File: config.mk
export PLATFORM = sky130hd
export DESIGN_NAME = mac_requant
export DESIGN_NICKNAME = d
export VERILOG_FILES = /design/src/rtl/mac_requant_pkg.sv /design/src/rtl/mac_rq_stage.sv /design/src/rtl/mac_requant.sv
export SDC_FILE = /design/constraint.sdc
export NUM_CORES = 1
export LEC_CHECK = 0
export ABC_AREA = 1
export CORE_AREA = 5 5 173 175
export CTS_CLUSTER_SIZE = 28
export DETAILED_ROUTE_END_ITERATION = 8
export DIE_AREA = 0 0 178 180
export PLACE_DENSITY = 0.68
export SLEW_MARGIN = 15
export SYNTH_ARGS = -nofsm -noshare
export SYNTH_HDL_FRONTEND = slang
export SYNTH_SLANG_ARGS = --single-unit
File: constraint.sdc
create_clock -name clk -period 5.9 [get_ports clk]
set_clock_uncertainty 0.15 [all_clocks]
set_input_delay 1.18 -clock clk [delete_from_list [all_inputs] [get_ports clk]]
set_output_delay 1.18 -clock clk [all_outputs]
set_load 0.05 [all_outputs]
File: src/rtl/mac_requant_pkg.sv
// Shared quantization helpers: accumulator width, saturation limits and the
// round-half-up arithmetic shift used by requantizing blocks.
package mac_requant_pkg;

    localparam int N_DEF = 18;
    localparam int RS_W  = 64;

    function automatic int acc_w(input int n);
        return 2 * n;
    endfunction

    localparam int ACC_W = acc_w(N_DEF);

    function automatic logic signed [RS_W-1:0] qmax(input int n);
        return (64'sd1 <<< (n - 1)) - 64'sd1;
    endfunction

    function automatic logic signed [RS_W-1:0] qmin(input int n);
        return -(64'sd1 <<< (n - 1));
    endfunction

    // Callers sign-extend into RS_W so the rounding bias can never wrap.
    function automatic logic signed [RS_W-1:0] round_shift(input logic signed [RS_W-1:0] a,
                                                            input int s);
        logic signed [RS_W-1:0] bias;
        bias = (s == 0) ? '0 : (64'sd1 <<< (s - 1));
        return (a + bias) >>> s;
    endfunction

endpackage

File: src/rtl/mac_rq_stage.sv
// Generic valid/ready pipeline register; loads when empty or when its
// current contents leave in the same cycle.
module mac_rq_stage #(
    parameter int W = 8
) (
    input  logic         clk,
    input  logic         rst,
    input  logic [W-1:0] in_data,
    input  logic         in_valid,
    output logic         in_ready,
    output logic [W-1:0] out_data,
    output logic         out_valid,
    input  logic         out_ready
);

    assign in_ready = !out_valid || out_ready;

    always_ff @(posedge clk or negedge rst) begin
        if (!rst) begin
            out_valid <= 1'b0;
            out_data  <= '0;
        end else if (in_ready) begin
            out_valid <= in_valid;
            if (in_valid)
                out_data <= in_data;
        end
    end

endmodule

File: src/rtl/mac_requant.sv
// Requantizer: round/shift the 2N-bit accumulator, saturate to N bits,
// optional ReLU, two-stage valid/ready pipeline with a saturation counter.
module mac_requant
    import mac_requant_pkg::*;
#(
    parameter int N    = N_DEF,
    parameter int SHW  = 6,
    parameter int CNTW = 16
) (
    input  logic                  clk,
    input  logic                  rst,
    input  logic signed [2*N-1:0] acc_data,
    input  logic                  acc_valid,
    output logic                  acc_ready,
    input  logic [SHW-1:0]        shift,
    input  logic                  relu_en,
    output logic signed [N-1:0]   q_data,
    output logic                  q_sat,
    output logic                  q_valid,
    input  logic                  q_ready,
    output logic [CNTW-1:0]       sat_cnt,
    input  logic                  cnt_clr
);

    localparam int AW = acc_w(N);
    localparam int RW = AW + 1;
    localparam logic signed [RS_W-1:0] QMAX_W = qmax(N);
    localparam logic signed [RS_W-1:0] QMIN_W = qmin(N);
    localparam logic [SHW-1:0]         S_LIM  = SHW'(AW - 1);

    logic [SHW-1:0]         s_eff;
    logic signed [RS_W-1:0] acc_x;
    logic signed [RS_W-1:0] r_full;
    logic signed [RW-1:0]   r_in;
    logic [RW:0]            s1_in;
    logic [RW:0]            s1_out;
    logic                   s1_valid;
    logic                   s2_ready;
    logic signed [RW-1:0]   r1;
    logic                   relu1;
    logic signed [RS_W-1:0] r1_x;
    logic signed [N-1:0]    q_pre;
    logic signed [N-1:0]    q_next;
    logic                   sat_next;
    logic [N:0]             s2_in;
    logic [N:0]             s2_out;
    logic                   unused_hi;

    always_comb begin
        s_eff  = (shift > S_LIM) ? S_LIM : shift;
        acc_x  = {{(RS_W-AW){acc_data[AW-1]}}, acc_data};
        r_full = round_shift(acc_x, int'(s_eff));
        r_in   = r_full[RW-1:0];
        s1_in  = {r_in, relu_en};
    end

    // Rounded value never exceeds RW bits, the upper bits are pure sign.
    assign unused_hi = ^r_full[RS_W-1:RW];

    mac_rq_stage #(.W(RW + 1)) u_s1 (
        .clk       (clk),
        .rst       (rst),
        .in_data   (s1_in),
        .in_valid  (acc_valid),
        .in_ready  (acc_ready),
        .out_data  (s1_out),
        .out_valid (s1_valid),
        .out_ready (s2_ready)
    );

    always_comb begin
        r1       = s1_out[RW:1];
        relu1    = s1_out[0];
        r1_x     = {{(RS_W-RW){r1[RW-1]}}, r1};
        sat_next = 1'b1;
        if (r1_x > QMAX_W)
            q_pre = QMAX_W[N-1:0];
        else if (r1_x < QMIN_W)
            q_pre = QMIN_W[N-1:0];
        else begin
            q_pre    = r1[N-1:0];
            sat_next = 1'b0;
        end
        q_next = (relu1 && q_pre[N-1]) ? '0 : q_pre;
        s2_in  = {q_next, sat_next};
    end

    mac_rq_stage #(.W(N + 1)) u_s2 (
        .clk       (clk),
        .rst       (rst),
        .in_data   (s2_in),
        .in_valid  (s1_valid),
        .in_ready  (s2_ready),
        .out_data  (s2_out),
        .out_valid (q_valid),
        .out_ready (q_ready)
    );

    assign q_data = s2_out[N:1];
    assign q_sat  = s2_out[0];

    // Clear wins over a same-cycle saturated transfer; count sticks at all-ones.
    always_ff @(posedge clk or negedge rst) begin
        if (!rst)
            sat_cnt <= '0;
        else if (cnt_clr)
            sat_cnt <= '0;
        else if (q_valid && q_ready && q_sat && (sat_cnt != '1))
            sat_cnt <= sat_cnt + CNTW'(1);
    end

endmodule

run_1/class_map.png
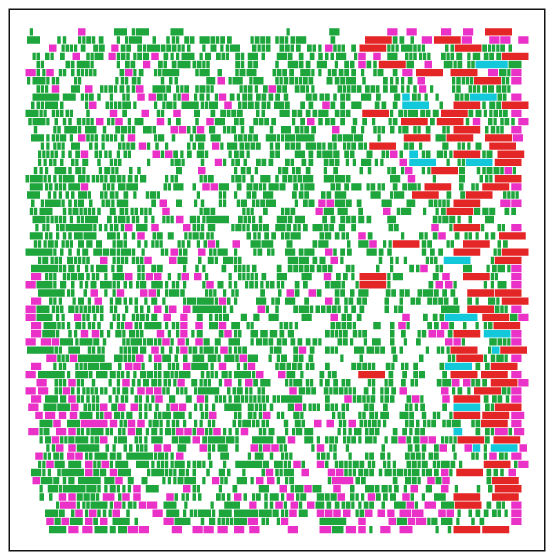
- green: remaining logic cells (cells 2451; share of their area 71%)
- cyan: clock drivers and dummy loads (cells 16; share of their area 1.8%)
- magenta: remaining buffers and delay cells (cells 373; share of their area 17%)
- red: registers (cells 75; share of their area 10%)

run_1/congestion_map.png
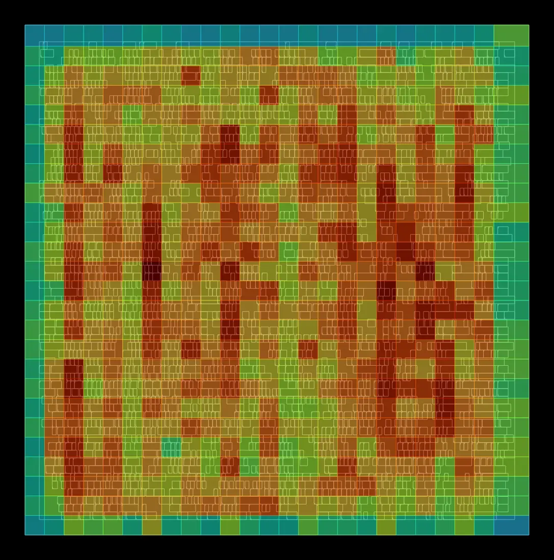
routed length per placed instance: 17.3 um
global routing usage on met3: 3.07%

run_1/route_heat.png
Bar = 50 um. The die is cut into 36 by 36 equal tiles; dark blue is low, red is high, scaled to the fullest tile. Values are wire area over tile area, all layers added.
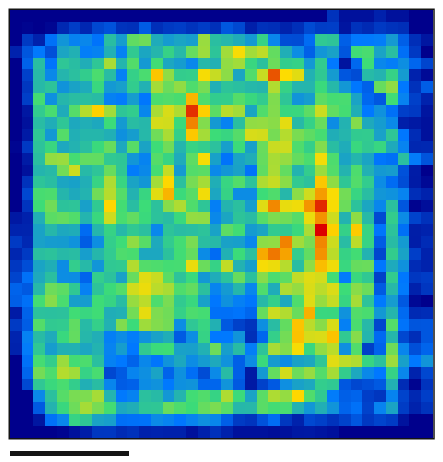
- fullest tile: 0.79
- nearly empty tiles: 6.2%
- densest ninth of the die: center

[run 1: cells in the final DEF (no fill, tap or decap), types with 5 or more instances in the layout]
cell,n
dfrtp_1,75
ha_1,50
nand3_1,424
inv_2,28
nand3b_1,5
buf_4,282
nand3_2,95
nor3_1,14
nor2_2,53
xnor2_1,6
nand2_1,824
conb_1,21
clkinv_1,5
nand2_4,7
clkdlybuf4s50_1,80
nand4_1,16
nor2_4,22
clkbuf_16,10
a21oi_1,81
o21ai_0,44
a31oi_1,9
and2_1,5
ha_2,5
ha_4,11
a21oi_2,26
nor4_1,9
buf_6,5
o211ai_1,6
or2_1,5
nor4_2,6
xor2_1,10
inv_1,350
o21ai_1,8
nor2_1,161
nand2_2,83
[run 1: metal layers]
layer	up-vias	wire, um	track usage, %
li1	8916	-	-
met1	8231	24900	48.8
met2	827	25400	53.1
met3	123	4320	3.07
met4	0	2380	12.3
met5	-	0	0
[run 1: worst min-delay path by stage]
| stage | slack [ns] | depth (start not counted) | endpoint |
|---|---|---|---|
| after floorplan | 0.30 | 2 | u_s1.out_data[4] |
| after global placement | 0.31 | 1 | u_s2.out_data[13] |
| after detailed placement | 0.31 | 1 | u_s2.out_data[13] |
| after CTS | 0.33 | 1 | u_s2.out_data[13] |
| after global routing | 0.36 | 1 | u_s2.out_data[14] |
| final | 0.33 | 1 | u_s2.out_data[13] |
[run 1: through the flow]
stage | utilization [%] | hold WS (ns) | setup TNS, ns
3_5_place_dp | 59.6 | 0.314 | -17.23
3_3_place_gp | 59.6 | 0.307 | -18.31
2_1_floorplan | - | 0.299 | 0
6_report | 65.3 | 0.325 | 0
4_1_cts | 61.5 | 0.327 | -0.0854
5_1_grt | 65.3 | 0.357 | -0.448
==> flow_summary.rst, run 1 <==
Synthesis and place-and-route
=============================

.. list-table::
   :header-rows: 1

   * - Metric
     - Value
   * - Async set-or-reset flop fraction in the synthesized netlist
     - 100%
   * - Area fraction in and, or, nand and nor cells after synthesis
     - 57.2%
   * - Setup slack after layout
     - 0.196 ns
   * - Quantity of I/O buffers inserted on ports
     - 84
   * - Final period demand of the worst path
     - 5.70 ns
   * - Slew headroom
     - 26.8%
   * - Clock network fraction of design power
     - 19.2%
   * - Most repeated library cell on the critical path
     - nand2_1
   * - Least-Margin Pin Slew
     - 1.09 ns
   * - Logic pwr share
     - 58.5%
   * - Startpoint type of the worst setup path
     - input pin
   * - Final Hold Violation Tally
     - 0
   * - Total global routing overflow
     - 0
   * - Flop pwr share
     - 22.2%
   * - Critical Path Slowest Stage Cell
     - clkdlybuf4s50_1
   * - CP Data Arrival Time
     - 5.82 ns
   * - Antenna-violating nets left
     - 0
   * - Largest regs
     - u_s1.out_data (38), u_s2.out_data (19), sat_cnt (16)
   * - Combinational gate power
     - 1850 uW
   * - Average size of a mapped cell
     - 5.35 um2
   * - Clock group total power
     - 609 uW
   * - Antenna fix cells
     - 0
   * - Post_cts resized
     - 44
   * - Clock root cell
     - clkbuf_16
   * - Number of flip-flops in the largest register
     - 38
   * - Run status
     - completed
   * - Kind of path behind the tightest hold check
     - reg2reg
   * - Latency at later pin
     - 0.35 ns
   * - Ranking of synthesized cells by instance count
     - 875 x nand2_1, 479 x nand3_1, 357 x inv_1
   * - Switch Pwr
     - 1500 uW
   * - Via total after detailed routing
     - 18100
   * - Highest achievable clock rate
     - 175 MHz
   * - First-pass GRT wire length
     - 87600 um
   * - Largest net degree at the start of global routing
     - 79
   * - Hold Crit Start
     - u_s2.out_data[13]
   * - Finished Cell Area
     - 0.0185 mm2
   * - Launch point of the critical path
     - shift[5]
   * - Post-synthesis chip area from yosys
     - 0.0138 mm2
   * - Biggest consumer
     - combinational logic
   * - Instance count of the mapped netlist
     - 2584
   * - Post-Place Setup Slack
     - -0.584 ns
   * - Count of warning messages emitted by the tools
     - 28
   * - CTS tree
     - done
   * - H-Tree Level Count
     - 3
   * - Biggest area consumer among cell classes
     - multi-input combinational cells
   * - Worst setup slack for register-to-register paths
     - 3.34 ns
   * - Top reg by flops
     - u_s1.out_data
   * - Multi-input gate share of total cell area
     - 60.9%
   * - Share of total power consumed by net switching
     - 47.4%
   * - Area delta synth->final
     - 33.6%
   * - Internal power
     - 1670 uW
   * - Count of state elements after synthesis
     - 75
   * - Pins Over Slew Limit
     - 0
   * - Crit Reg-Reg Endpoint
     - sat_cnt[15]
   * - Storage cell area
     - 0.00188 mm2
   * - Yosys synthesis warning count
     - 0
   * - Adders+Majority by Area
     - 6.11%
   * - Endpoint of the most critical setup path
     - u_s1.out_data[31]
   * - Total routing usage reported by global routing
     - 34.0%
   * - Number of clock buffers inserted by TritonCTS
     - 9
   * - Combinational gate area
     - 0.0112 mm2
   * - Clock Path Buffers
     - 2
   * - Chip Area
     - 0.0320 mm2
   * - Vias/cell
     - 5.49
   * - P per Cell Area
     - 171 mW/mm2
   * - Mux area share
     - 0%
   * - Combined buffer and inverter count along the critical path
     - 7
   * - P_leak
     - 0.00978 uW
   * - Final Routed Wirelength
     - 57000 um
   * - Starting DRC count in detailed routing
     - 1711
   * - Layout fillers
     - 2831
   * - Worst reg2reg startpoint
     - sat_cnt[9]
   * - Seq Cell Count
     - 75
   * - Path depth of the worst reg2reg path
     - 13
   * - IR Drop Worst-Case VDD
     - 0.146 mV
   * - Number of synthesized flops with an enable pin
     - 0
   * - Via count of the first global-routing pass
     - 16500
   * - Dpl cell area
     - 0.0169 mm2
==> run 1 -> run 2 <==
CORE_AREA = 2 2 170 172   (was 5 5 173 175)
DIE_AREA = 0 0 172 174   (was 0 0 178 180)
==> run 2 against run 1 <==
Effect of this change: die size down 6.6%; hold slack better by 0.0055 ns; routed wire length up 1.8%; non-clock buffer count down 2; clock power down 8.5%; largest cell class unchanged.
==> flow_summary.rst, run 2 <==
Synthesis and place-and-route
=============================

.. list-table::
   :header-rows: 1

   * - Metric
     - Value
   * - Clock root cell
     - clkbuf_16
   * - Highest achievable clock rate
     - 173 MHz (-1.5%)
   * - First-pass GRT wire length
     - 85900 um (-1.9%)
   * - Dpl cell area
     - 0.0169 mm2 (-0.16%)
   * - Antenna fix cells
     - 0 (unchanged)
   * - Post-Place Setup Slack
     - -0.522 ns (+0.0618 ns)
   * - Starting DRC count in detailed routing
     - 1976 (+15%)
   * - Average size of a mapped cell
     - 5.35 um2 (unchanged)
   * - Async set-or-reset flop fraction in the synthesized netlist
     - 100% (unchanged)
   * - Pins Over Slew Limit
     - 0 (unchanged)
   * - Largest regs
     - u_s1.out_data (38), u_s2.out_data (19), sat_cnt (16)
   * - Sum of negative setup slack
     - 0 ns (unchanged)
   * - Final period demand of the worst path
     - 5.79 ns (+0.0878 ns)
   * - Count of warning messages emitted by the tools
     - 29 (+3.6%)
   * - Largest net degree at the start of global routing
     - 79 (unchanged)
   * - Via count of the first global-routing pass
     - 16400 (-0.58%)
   * - Highest-count cells in the layout ignoring fill and taps
     - 774 x nand2_1, 375 x nand3_1, 351 x inv_1
   * - Mux area share
     - 0% (unchanged)
   * - P_leak
     - 0.00991 uW (+1.3%)
   * - Antenna-violating nets left
     - 0 (unchanged)
   * - Wire length on met1
     - 24600 um (-1.2%)
   * - Chip Area
     - 0.0299 mm2 (-6.6%)
   * - Setup slack after layout
     - 0.108 ns (-0.0878 ns)
   * - Amount of wire on met2 after detailed routing
     - 26200 um (+3.2%)
   * - Post-synthesis chip area from yosys
     - 0.0138 mm2 (unchanged)
   * - Number of flip-flops in the largest register
     - 38 (unchanged)
   * - Adders+Majority by Area
     - 6.11% (unchanged)
   * - DR WL met3
     - 4340 um (+0.44%)
   * - Combined buffer and inverter count along the critical path
     - 7 (unchanged)
   * - Quantity of I/O buffers inserted on ports
     - 84 (unchanged)
   * - Slew headroom
     - 19.7% (-7.1 points)
   * - CTS tree
     - done
   * - Startpoint type of the worst setup path
     - input pin
   * - Kind of path behind the tightest hold check
     - reg2reg
   * - Final Routed Wirelength
     - 58000 um (+1.8%)
   * - Run status
     - completed
   * - Area fraction in and, or, nand and nor cells after synthesis
     - 57.2% (unchanged)
   * - Vias/cell
     - 5.57 (+1.5%)
   * - Top reg by flops
     - u_s1.out_data
   * - Hold slack final
     - 0.331 ns (+0.00553 ns)
   * - Most repeated library cell on the critical path
     - nand2_1
   * - H-Tree Level Count
     - 3 (unchanged)
   * - CP Data Arrival Time
     - 5.90 ns (+0.08 ns)
   * - Number of synthesized flops with an enable pin
     - 0 (unchanged)
   * - IR Drop Worst-Case VDD
     - 0.132 mV (-9.6%)
   * - Ranking of synthesized cells by instance count
     - 875 x nand2_1, 479 x nand3_1, 357 x inv_1
   * - Instance count of the mapped netlist
     - 2584 (unchanged)
   * - Yosys synthesis warning count
     - 0 (unchanged)
   * - Total global routing overflow
     - 0 (unchanged)
   * - Via total after detailed routing
     - 18400 (+1.4%)
   * - Highest metal layer with signal wires
     - met4
   * - Count of state elements after synthesis
     - 75 (unchanged)
   * - P per Cell Area
     - 166 mW/mm2 (-3.1%)
run 2: cell counts after synthesis:
Identical to the previous run, type by type.
run 2: power breakdown:
| part | leakage [uW] | internal (uW) | switching (uW) |
|---|---|---|---|
| Clock | 0.000150 | 341 | 216 |
| Combinational | 0.00884 | 700 | 1240 |
| Sequential | 0.000918 | 630 | 74.7 |
| Total | 0.00991 | 1670 | 1530 |
run 2: timing repair:
action | 4_1_cts | 5_1_grt
pin swaps | 1 | 88
cloned | 0 | 1
resized | 13 | 434
endpoints found under the setup margin | 29 | 37
setup buffers | 0 | 21
run 2: layer usage:
metal	vias to the layer above	track usage (%)
li1	8910	-
met4	0	15.4
met1	8433	50.5
met5	-	0
met2	853	57.4
met3	161	2.73
run 2: final cells by class:
cell class                      instances  area, um2
Multi-Input combinational cell       2064      12000
Fill cell                            2669       9010
Timing Repair Buffer                  371       3070
Sequential cell                        75       1880
Inverter                              386       1470
Tap cell                              384        480
Clock buffer                           11        243
Clock inverter                          5       61.3
Timing Repair inverter                  1       8.76
run 2: path summary, 6_finish.rpt:
| kind | cells past startpoint | start | endpoint |
|---|---|---|---|
| max | 34 | shift[2] | u_s1.out_data[16] |
| min | 1 | u_s2.out_data[14] | u_s2.out_data[14] |
| max reg2reg | 13 | sat_cnt[8] | sat_cnt[15] |
| min reg2reg | 1 | u_s2.out_data[14] | u_s2.out_data[14] |
| max in group asynchronous | 1 | rst | sat_cnt[0] |
| min in group asynchronous | 1 | rst | u_s1.out_data[5] |
run 2: kinds of logic after synthesis:
| kind of cell | Yosys count |
|---|---|
| AND/OR/NAND/NOR | 1753 |
| flip-flops | 75 |
| buffers and inverters | 465 |
| adder cells (fa/ha/maj) | 67 |
| other | 1 |
| AND-OR/OR-AND | 199 |
| XOR/XNOR | 24 |
run_2/class_map.png
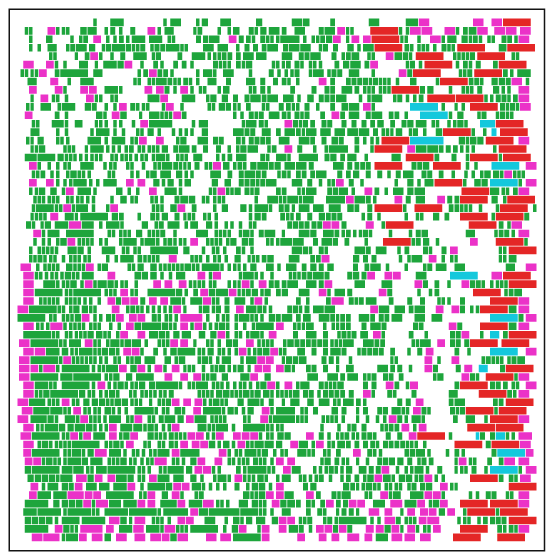
- magenta: remaining buffers and delay cells (cells 371; share of their area 16%)
- red: registers (cells 75; share of their area 10%)
- cyan: clock drivers and dummy loads (cells 16; share of their area 1.6%)
- green: remaining logic cells (cells 2451; share of their area 72%)
final core utilization: 68.1%
Finished Cell Area: 0.0192 mm2
proportion of cell area occupied by registers: 9.76%

run_2/congestion_map.png
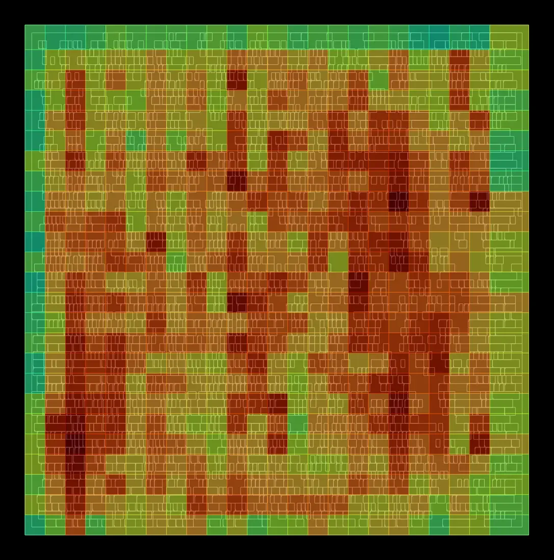
global routing usage on met3: 2.73%
busiest grt layer: met2
total routing usage reported by global routing: 36.2%
met2 global-route usage: 57.4%

==> run 2 -> run 3 <==
CTS_BUF_LIST = sky130_fd_sc_hd__clkbuf_4 sky130_fd_sc_hd__clkbuf_8 sky130_fd_sc_hd__clkbuf_16   (was unset)
==> run 3 against run 2 <==
Effect of this change: clock power up 0.7%; global-route usage hardly changed; register-to-register slack about the same; area after synthesis unchanged; worst setup slack gained 0.17 ns; largest cell class unchanged.
==> flow_summary.rst, run 3 <==
Synthesis and place-and-route
=============================

.. list-table::
   :header-rows: 1

   * - Metric
     - Value
   * - First-pass GRT wire length
     - 85900 um (about the same)
   * - Cell variety after synth
     - 60
   * - Highest-count cells in the layout ignoring fill and taps
     - 779 x nand2_1, 375 x nand3_1, 351 x inv_1
   * - Register share after synthesis
     - 13.6%
   * - Layout fillers
     - 2672 (+0.11%)
   * - Pins Over Slew Limit
     - 0 (unchanged)
   * - Count of warning messages emitted by the tools
     - 28 (-3.4%)
   * - Via count of the first global-routing pass
     - 16400 (+0.0061%)
   * - Top area contributor share
     - 23.7%
   * - Wire length on met1
     - 24600 um (about the same)
   * - Ranking of synthesized cells by instance count
     - 875 x nand2_1, 479 x nand3_1, 357 x inv_1
   * - Worst reg2reg startpoint
     - sat_cnt[8]
   * - Amount of wire on met2 after detailed routing
     - 26200 um (about the same)
   * - DR WL met3
     - 4360 um (+0.41%)
   * - Number of flip-flops in the largest register
     - 38 (unchanged)
   * - Vias/cell
     - 5.57 (about the same)
   * - Average size of a mapped cell
     - 5.35 um2 (unchanged)
   * - Highest metal layer with signal wires
     - met4
   * - Post_cts resized
     - 13 (unchanged)
   * - Run status
     - completed
   * - Path depth of the worst reg2reg path
     - 13 (unchanged)
   * - Via total after detailed routing
     - 18400 (+0.098%)
   * - Post-synthesis chip area from yosys
     - 0.0138 mm2 (unchanged)
   * - Launch point of the critical path
     - shift[5]
   * - Number of setup violations in the final report
     - 0
   * - Largest net degree at the start of global routing
     - 79 (unchanged)
   * - CP Data Arrival Time
     - 5.68 ns (-0.22 ns)
   * - Count of state elements after synthesis
     - 75 (unchanged)
   * - Number of synthesized flops with an enable pin
     - 0 (unchanged)
   * - Quantity of I/O buffers inserted on ports
     - 84 (unchanged)
   * - Hold slack final
     - 0.331 ns (-0.0000570 ns)
   * - Detailed Place HPWL
     - 46000 um
   * - Most repeated library cell on the critical path
     - nand2_1
   * - Starting DRC count in detailed routing
     - 1898 (-3.9%)
   * - Biggest area cells
     - nand2_1 24%, nand3_1 17%, dfrtp_1 14%, inv_1 9.7%, ha_1 6.0%
   * - Dpl cell area
     - 0.0169 mm2 (unchanged)
   * - Setup slack after layout
     - 0.283 ns (+0.175 ns)
   * - Cell total in the yosys stat output
     - 2584
   * - Endpoint of the most critical setup path
     - u_s1.out_data[16]
   * - Clock root cell
     - clkbuf_16
   * - Yosys synthesis warning count
     - 0 (unchanged)
   * - P per Cell Area
     - 166 mW/mm2 (+0.14%)
   * - P_leak
     - 0.00994 uW (+0.25%)
   * - CTS tree
     - done
   * - Post-Place Setup Slack
     - -0.522 ns (unchanged)
   * - Top reg by flops
     - u_s1.out_data
   * - Async set-or-reset flop fraction in the synthesized netlist
     - 100% (unchanged)
   * - Startpoint type of the worst setup path
     - input pin
   * - Final worst-path cycle share
     - 95.2%
   * - Antenna fix cells
     - 0 (unchanged)
   * - Highest achievable clock rate
     - 178 MHz (+3.1%)
   * - Chip Area
     - 0.0299 mm2 (unchanged)
   * - I/O pin count
     - 85
   * - Crit Reg-Reg Endpoint
     - sat_cnt[15]
   * - Slew headroom
     - 20.8% (+1.2 points)
   * - Final period demand of the worst path
     - 5.62 ns (-0.175 ns)
   * - Kind of path behind the tightest hold check
     - reg2reg
   * - IR Drop Worst-Case VDD
     - 0.132 mV (about the same)
   * - H-Tree Level Count
     - 3 (unchanged)
   * - Total global routing overflow
     - 0 (unchanged)
   * - Largest regs
     - u_s1.out_data (38), u_s2.out_data (19), sat_cnt (16)
   * - Iteration count of the initial detailed-routing pass
     - 8
   * - Number of cells traversed by the worst hold path
     - 1 (unchanged)
   * - Hold Crit Start
     - u_s2.out_data[14]
   * - Final Routed Wirelength
     - 58000 um (about the same)
   * - Antenna-violating nets left
     - 0 (unchanged)
   * - Instance count of the mapped netlist
     - 2584 (unchanged)
   * - Sum of negative setup slack
     - 0 ns (unchanged)
   * - Total routing usage reported by global routing
     - 36.2% (about the same)
==> run 3: kinds of logic (layout without fill, tap and decap cells) <==
logic type | Yosys count | in the layout | synth area share (%)
AND/OR/NAND/NOR | 1753 | 1753 | 57.2
buffers and inverters | 465 | 774 | 13.4
AND-OR/OR-AND | 199 | 199 | 8.01
flip-flops | 75 | 75 | 13.6
adder cells (fa/ha/maj) | 67 | 67 | 6.11
XOR/XNOR | 24 | 24 | 1.68
other | 1 | 21 | 0.0271
==> run 3: worst min-delay path by stage <==
stage,to
5_1_grt,u_s2.out_data[15]
3_3_place_gp,u_s2.out_data[16]
2_1_floorplan,u_s1.out_data[4]
4_1_cts,u_s1.out_data[4]
6_report,u_s2.out_data[14]
3_5_place_dp,u_s2.out_data[16]
==> run 3: power by group <==
| part | total, uW | internal (uW) | switching [uW] |
|---|---|---|---|
| combinational | 1930 | 698 | 1240 |
| clock | 561 | 346 | 215 |
| sequential | 704 | 630 | 74.8 |
| total | 3200 | 1670 | 1530 |
==> run 3: layout make-up <==
class / count / area, um2 / share of cell area [%]
multi-input cells: 2064 / 12000 / 62.5
repair buffers: 371 / 3080 / 16.0
flip-flops and latches: 75 / 1880 / 9.76
inverters: 386 / 1470 / 7.62
well taps: 384 / 480 / 2.50
clock buffers: 11 / 246 / 1.28
clock inverters: 5 / 61.3 / 0.319
repair inverters: 1 / 8.76 / 0.0456
==> run 3: critical path: cells and delay by family <==
| family | cells | cell delay, ns |
|---|---|---|
| AND/OR/NAND/NOR | 19 | 2.35 |
| buffers and inverters | 11 | 1.53 |
| adder cells (fa/ha/maj) | 2 | 0.49 |
| AND-OR/OR-AND | 1 | 0.14 |
==> run 3: metal layers <==
layer  track usage, %  vias up
li1                 -     8896
met1             50.5     8447
met2             57.4      878
met3             2.73      154
met4             15.4        0
met5                0        -
run_3/layers.png
Bar = 50 um.
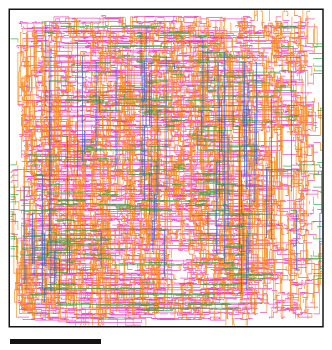
- green: M3 (wire length 4360 um)
- orange: M2 (wire length 26.2 mm)
- magenta: M1 (wire length 24.6 mm)
- blue: M4 (wire length 2780 um)

run_3/class_map.png
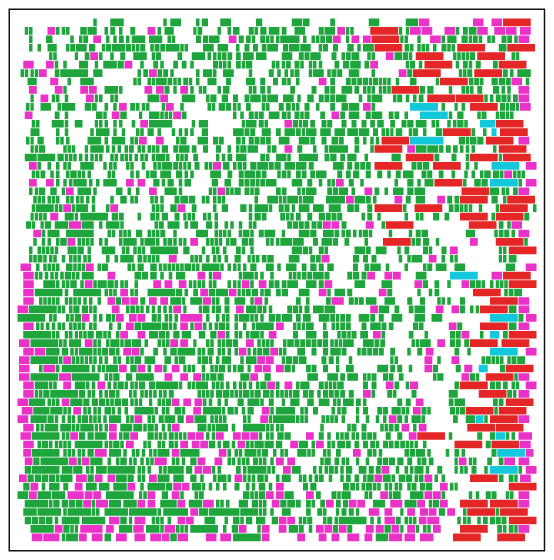
- red: registers (cells 75; share of their area 10%)
- green: remaining logic cells (cells 2451; share of their area 72%)
- magenta: remaining buffers and delay cells (cells 371; share of their area 16%)
- cyan: clock drivers and dummy loads (cells 16; share of their area 1.6%)
Finished Cell Area: 0.0192 mm2
final core utilization: 68.1%
placement row count: 62
proportion of cell area occupied by registers: 9.76%
core region area: 0.0282 mm2

Power is estimated from default activity; no workload was simulated.
